<file path="src/rtl/debouncer_pkg.sv">
// Shared types and default constants for the input debouncer slice.
package debouncer_pkg;

  typedef enum logic [1:0] {
    ST_LOW    = 2'd0,
    WAIT_HIGH = 2'd1,
    ST_HIGH   = 2'd2,
    WAIT_LOW  = 2'd3
  } state_t;

  localparam int unsigned DEF_SYNC_STAGES     = 2;
  localparam int unsigned DEF_DEBOUNCE_CYCLES = 1000;
  localparam int unsigned DEF_CNT_W           = 16;

endpackage

</file>
<file path="src/rtl/bit_synchronizer.sv">
// Reusable multi-flop synchroniser with asynchronous active-low reset.
module bit_synchronizer #(
  parameter int unsigned SYNC_STAGES = 2
) (
  input  logic clk,
  input  logic rst,
  input  logic d,
  output logic q
);

  logic [SYNC_STAGES-1:0] sync_q;
  logic [SYNC_STAGES-1:0] sync_d;

  // Shift the raw level one stage deeper each cycle.
  always_comb begin
    sync_d = {sync_q[SYNC_STAGES-2:0], d};
  end

  // Chain registers, cleared by reset.
  always_ff @(posedge clk or negedge rst) begin
    if (!rst) begin
      sync_q <= '0;
    end else begin
      sync_q <= sync_d;
    end
  end

  assign q = sync_q[SYNC_STAGES-1];

endmodule

</file>
<file path="src/rtl/input_debouncer.sv">
// Synchronises and debounces a raw bouncy level; optional edge strobes.
// Build option: DEBOUNCER_EDGE_PULSE_EN enables rise_pulse/fall_pulse,
// otherwise both are tied low and d_out timing is unchanged.
module input_debouncer
  import debouncer_pkg::*;
#(
  parameter int unsigned SYNC_STAGES     = DEF_SYNC_STAGES,
  parameter int unsigned DEBOUNCE_CYCLES = DEF_DEBOUNCE_CYCLES,
  parameter int unsigned CNT_W           = DEF_CNT_W
) (
  input  logic clk,
  input  logic rst,
  input  logic din_raw,
  output logic d_out,
  output logic rise_pulse,
  output logic fall_pulse
);

  localparam logic [CNT_W-1:0] CNT_LAST = CNT_W'(DEBOUNCE_CYCLES - 1);
  localparam logic [CNT_W-1:0] CNT_ONE  = CNT_W'(1);

  logic             s;
  state_t           state_q, state_d;
  logic [CNT_W-1:0] cnt_q, cnt_d;
  logic             d_out_q, d_out_d;

  bit_synchronizer #(
    .SYNC_STAGES(SYNC_STAGES)
  ) u_sync (
    .clk(clk),
    .rst(rst),
    .d  (din_raw),
    .q  (s)
  );

  // Next-state logic: count agreeing samples, accept on the last one.
  always_comb begin
    state_d = state_q;
    cnt_d   = cnt_q;
    d_out_d = d_out_q;
    case (state_q)
      ST_LOW: begin
        if (s) begin
          state_d = WAIT_HIGH;
          cnt_d   = CNT_ONE;
        end else begin
          cnt_d = '0;
        end
      end
      WAIT_HIGH: begin
        if (!s) begin
          state_d = ST_LOW;
          cnt_d   = '0;
        end else if (cnt_q == CNT_LAST) begin
          state_d = ST_HIGH;
          d_out_d = 1'b1;
          cnt_d   = '0;
        end else begin
          cnt_d = cnt_q + CNT_ONE;
        end
      end
      ST_HIGH: begin
        if (!s) begin
          state_d = WAIT_LOW;
          cnt_d   = CNT_ONE;
        end else begin
          cnt_d = '0;
        end
      end
      WAIT_LOW: begin
        if (s) begin
          state_d = ST_HIGH;
          cnt_d   = '0;
        end else if (cnt_q == CNT_LAST) begin
          state_d = ST_LOW;
          d_out_d = 1'b0;
          cnt_d   = '0;
        end else begin
          cnt_d = cnt_q + CNT_ONE;
        end
      end
      default: begin
        state_d = ST_LOW;
        cnt_d   = '0;
        d_out_d = 1'b0;
      end
    endcase
  end

  // FSM, counter and debounced output registers.
  always_ff @(posedge clk or negedge rst) begin
    if (!rst) begin
      state_q <= ST_LOW;
      cnt_q   <= '0;
      d_out_q <= 1'b0;
    end else begin
      state_q <= state_d;
      cnt_q   <= cnt_d;
      d_out_q <= d_out_d;
    end
  end

  assign d_out = d_out_q;

`ifdef DEBOUNCER_EDGE_PULSE_EN
  logic rise_q, rise_d;
  logic fall_q, fall_d;

  // Strobes derive from the output transition so they coincide with d_out.
  always_comb begin
    rise_d = d_out_d & ~d_out_q;
    fall_d = ~d_out_d & d_out_q;
  end

  // Pulse registers; reset discards any pending strobe.
  always_ff @(posedge clk or negedge rst) begin
    if (!rst) begin
      rise_q <= 1'b0;
      fall_q <= 1'b0;
    end else begin
      rise_q <= rise_d;
      fall_q <= fall_d;
    end
  end

  assign rise_pulse = rise_q;
  assign fall_pulse = fall_q;
`else
  assign rise_pulse = 1'b0;
  assign fall_pulse = 1'b0;
`endif

endmodule

</file>
<file path="config.mk">
export PLATFORM = sky130hd
export DESIGN_NAME = input_debouncer
export DESIGN_NICKNAME = d
export VERILOG_FILES = /design/src/rtl/debouncer_pkg.sv /design/src/rtl/bit_synchronizer.sv /design/src/rtl/input_debouncer.sv
export SDC_FILE = /design/constraint.sdc
export NUM_CORES = 1
export LEC_CHECK = 0
export CAP_MARGIN = 20
export CORE_MARGIN = 1
export CORE_UTILIZATION = 57
export CTS_CLUSTER_SIZE = 12
export DETAILED_ROUTE_END_ITERATION = 8
export GPL_ROUTABILITY_DRIVEN = 0
export GPL_TIMING_DRIVEN = 0
export PLACE_DENSITY = 0.76
export SETUP_SLACK_MARGIN = 0.5
export SLEW_MARGIN = 30
export SYNTH_ARGS = -nofsm -noshare
export SYNTH_HDL_FRONTEND = slang
export SYNTH_SLANG_ARGS = --single-unit
</file>
<file path="constraint.sdc">
create_clock -name clk -period 1.92 [get_ports clk]
set_input_delay 0.48 -clock clk [delete_from_list [all_inputs] [get_ports clk]]
set_output_delay 0.48 -clock clk [all_outputs]
set_load 0.02 [all_outputs]
</file>
==> impl_metrics.ini <==
; flow metrics
[run_status]
status = completed

[pwr]
p_leak_nw = 0.540
power_uw = 737

[finish]
drive_above_1_share_pct = 36.3
lay_top_count = dfrtp_1
final_nets = 118
layout-area-overhead-vs-synth_pct = 15.3
final_cell_mix = 20 x dfrtp_1, 10 x nor2_4, 9 x xor2_1

[sta]
clock_skew_ps = 12.9
finalMaxSlewViolations = 0
setup_tns_ps = 0

[clock_network]
htree_levels = 1
clkSinkCount = 21
tritoncts = yes
numCtsBuffers = 3

[worst_setup_path]
critical_path_buf_inv_count = 2
crit_chain = ha_4, and4bb_1, and4_4, or2_4, buf_6, buf_6, a21oi_2
reg2reg_to = cnt_q[13]
required_ps = 2160
crit_path_start_kind = flip-flop
cpMostUsedCell = buf_6
path_class = flip-flop to flip-flop
rr_startpoint = cnt_q[0]
reg2regPathDepth = 7
path_delay_family = simple AND/OR/NAND/NOR gates

[synth]
adder_share_pct = 1.09
ys_async_sr_fraction_pct = 100
ys_ff = 21
ys_sh_xor_pct = 10.7
edf_count = 0
ys_sh_simple_pct = 31.8

[drt]
drt-wirelength-per-cell_um = 14.5
num_vias = 760
routed_wl_um = 2000

[floorplanning]
die_y_um = 46.8
coreArea_sq_um = 1800
die-area_sq_um = 2190
io_pins = 6

[global_route]
track_usage_pct = 22.9

[place]
dp_hpwl_um = 1260
place_ws_ps = 266

[job]
tool_warnings = 29

[min_path]
hold_path.class = input pin to asynchronous set/reset pin
==> cell families after synthesis <==
group / after synthesis
compound gates: 5
xor+xnor: 14
fa+ha+maj: 1
buf+inv: 9
flops: 21
mux: 1
other cells: 1
simple gates: 49
==> final cells by class <==
type,count,share of cell area [%]
plain buffers,5,4.08
clock buffers,3,1.71
clock inverters,1,0.380
inverters,4,1.14
multi-input cells,72,44.8
flip-flops and latches,21,39.9
well taps,25,2.37
repair buffers,7,5.60
==> cells in the mapped netlist, drive strengths merged, types with 2 or more instances <==
master	n	share of area [%]
and2	3	1.6
and4	5	4.5
buf	5	4.7
dfrtp	21	46
inv	4	1.3
nand2	8	3.5
nand3	5	2.2
nand4	4	2.2
nor2	14	11
nor3	2	0.88
nor4	2	1.1
or2	2	1.5
xnor2	5	3.8
xor2	9	6.9
==> registers in the layout (all words and copies together) (netlist names), named ones only <==
name,flops
u_sync.sync_q,2
state_q,1
cnt_q,16
d_out,1
==> worst max path at each step <==
| stage | depth (start not counted) | startpoint | to | slack [ps] |
|---|---|---|---|---|
| finish | 7 | cnt_q[0] | cnt_q[13] | 260 |
| global route | 7 | cnt_q[1] | cnt_q[13] | 220 |
| CTS | 7 | cnt_q[0] | cnt_q[13] | 280 |
| detailed placement | 1 | rst | cnt_q[6] | 270 |
| global placement | 7 | cnt_q[0] | cnt_q[1] | 270 |
| floorplan | 7 | cnt_q[1] | cnt_q[1] | 350 |
==> power breakdown <==
group / total (mW) / internal [mW] / switching, mW
clock: 0.219 / 0.0778 / 0.141
sequential: 0.456 / 0.448 / 0.00743
combinational: 0.0621 / 0.0279 / 0.0343
total: 0.737 / 0.554 / 0.183
==> layer usage <==
layer | GRT usage (%) | share of wire, % | vias to the layer above
met3 | 5.38 | 3.5 | 9
met2 | 35.0 | 48 | 20
li1 | - | - | 365
met4 | 8.57 | 2.6 | 0
met1 | 32.1 | 46 | 366
met5 | 0 | 0 | -
==> through the flow <==
step	std cells	instance area (sq um)
floorplan	102	1150
global placement	130	1210
detailed placement	130	1210
CTS	138	1320
global route	138	1320
finish	138	1320
==> repair_timing <==
action                     in CTS  in global routing
pin swaps                       2                  1
setup endpoints to repair      18                 19
gates cloned                    1                  0
gates resized                   9                  4
setup buffers                   3                  0
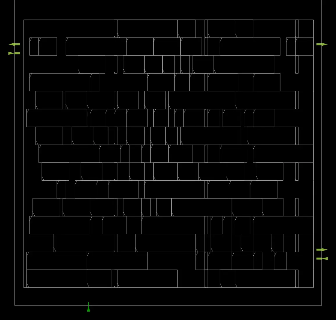
**Above:** cell outlines without signal wires.
tap cells: 25
Seq/total area: 39.9%
Seq cells: 21
row cnt: 15

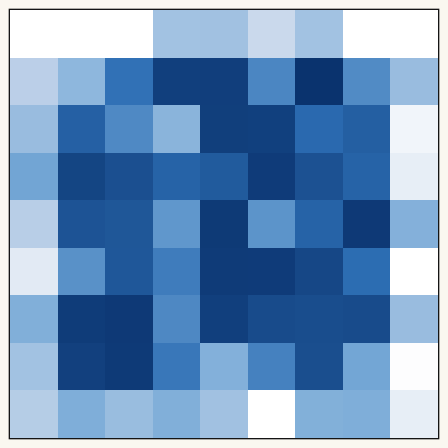
**Above:** cell area per tile.
9 x 9 tiles, from white (low) to dark blue (high), 0 to 100% covered.
nearly empty tiles: 9.9%
tiles over 75% full: 42%
mean over tiles: 59%
emptiest ninth of the die: upper left
fullest tile: 99%
final core occ: 73.2%
Core Util at FP: 63.5%

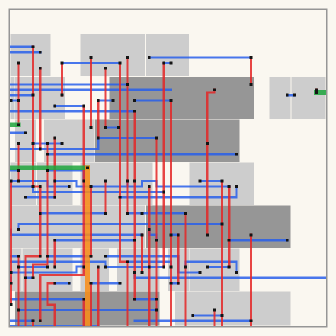
**Above:** close-up of the layout.
Window x 25 to 45, y 25 to 45 um. Cells in gray, sequential cells in the stronger gray; small squares are vias.
legend:
  M4:
    color: orange
  M1:
    color: blue
  M3:
    color: green
  M2:
    color: red
sequential cells in the window: 4
cells with their middle in the window: 24
most frequent: dfrtp_1 (4)
netlist names of flops here include: `cnt_q` (4)

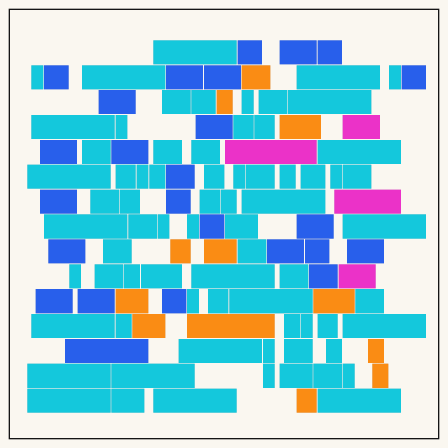
**Above:** sizing map.
legend:
  x6 and larger:
    color: magenta
    cells: 4
    most_used: buf_6
  x3 and x4:
    color: blue
    cells: 25
    most_used: nor2_4
  x1 and smaller:
    color: cyan
    cells: 72
    most_used: dfrtp_1
  x2:
    color: orange
    cells: 12

Power figures rest on the tool's default switching activity, not on a simulated workload.
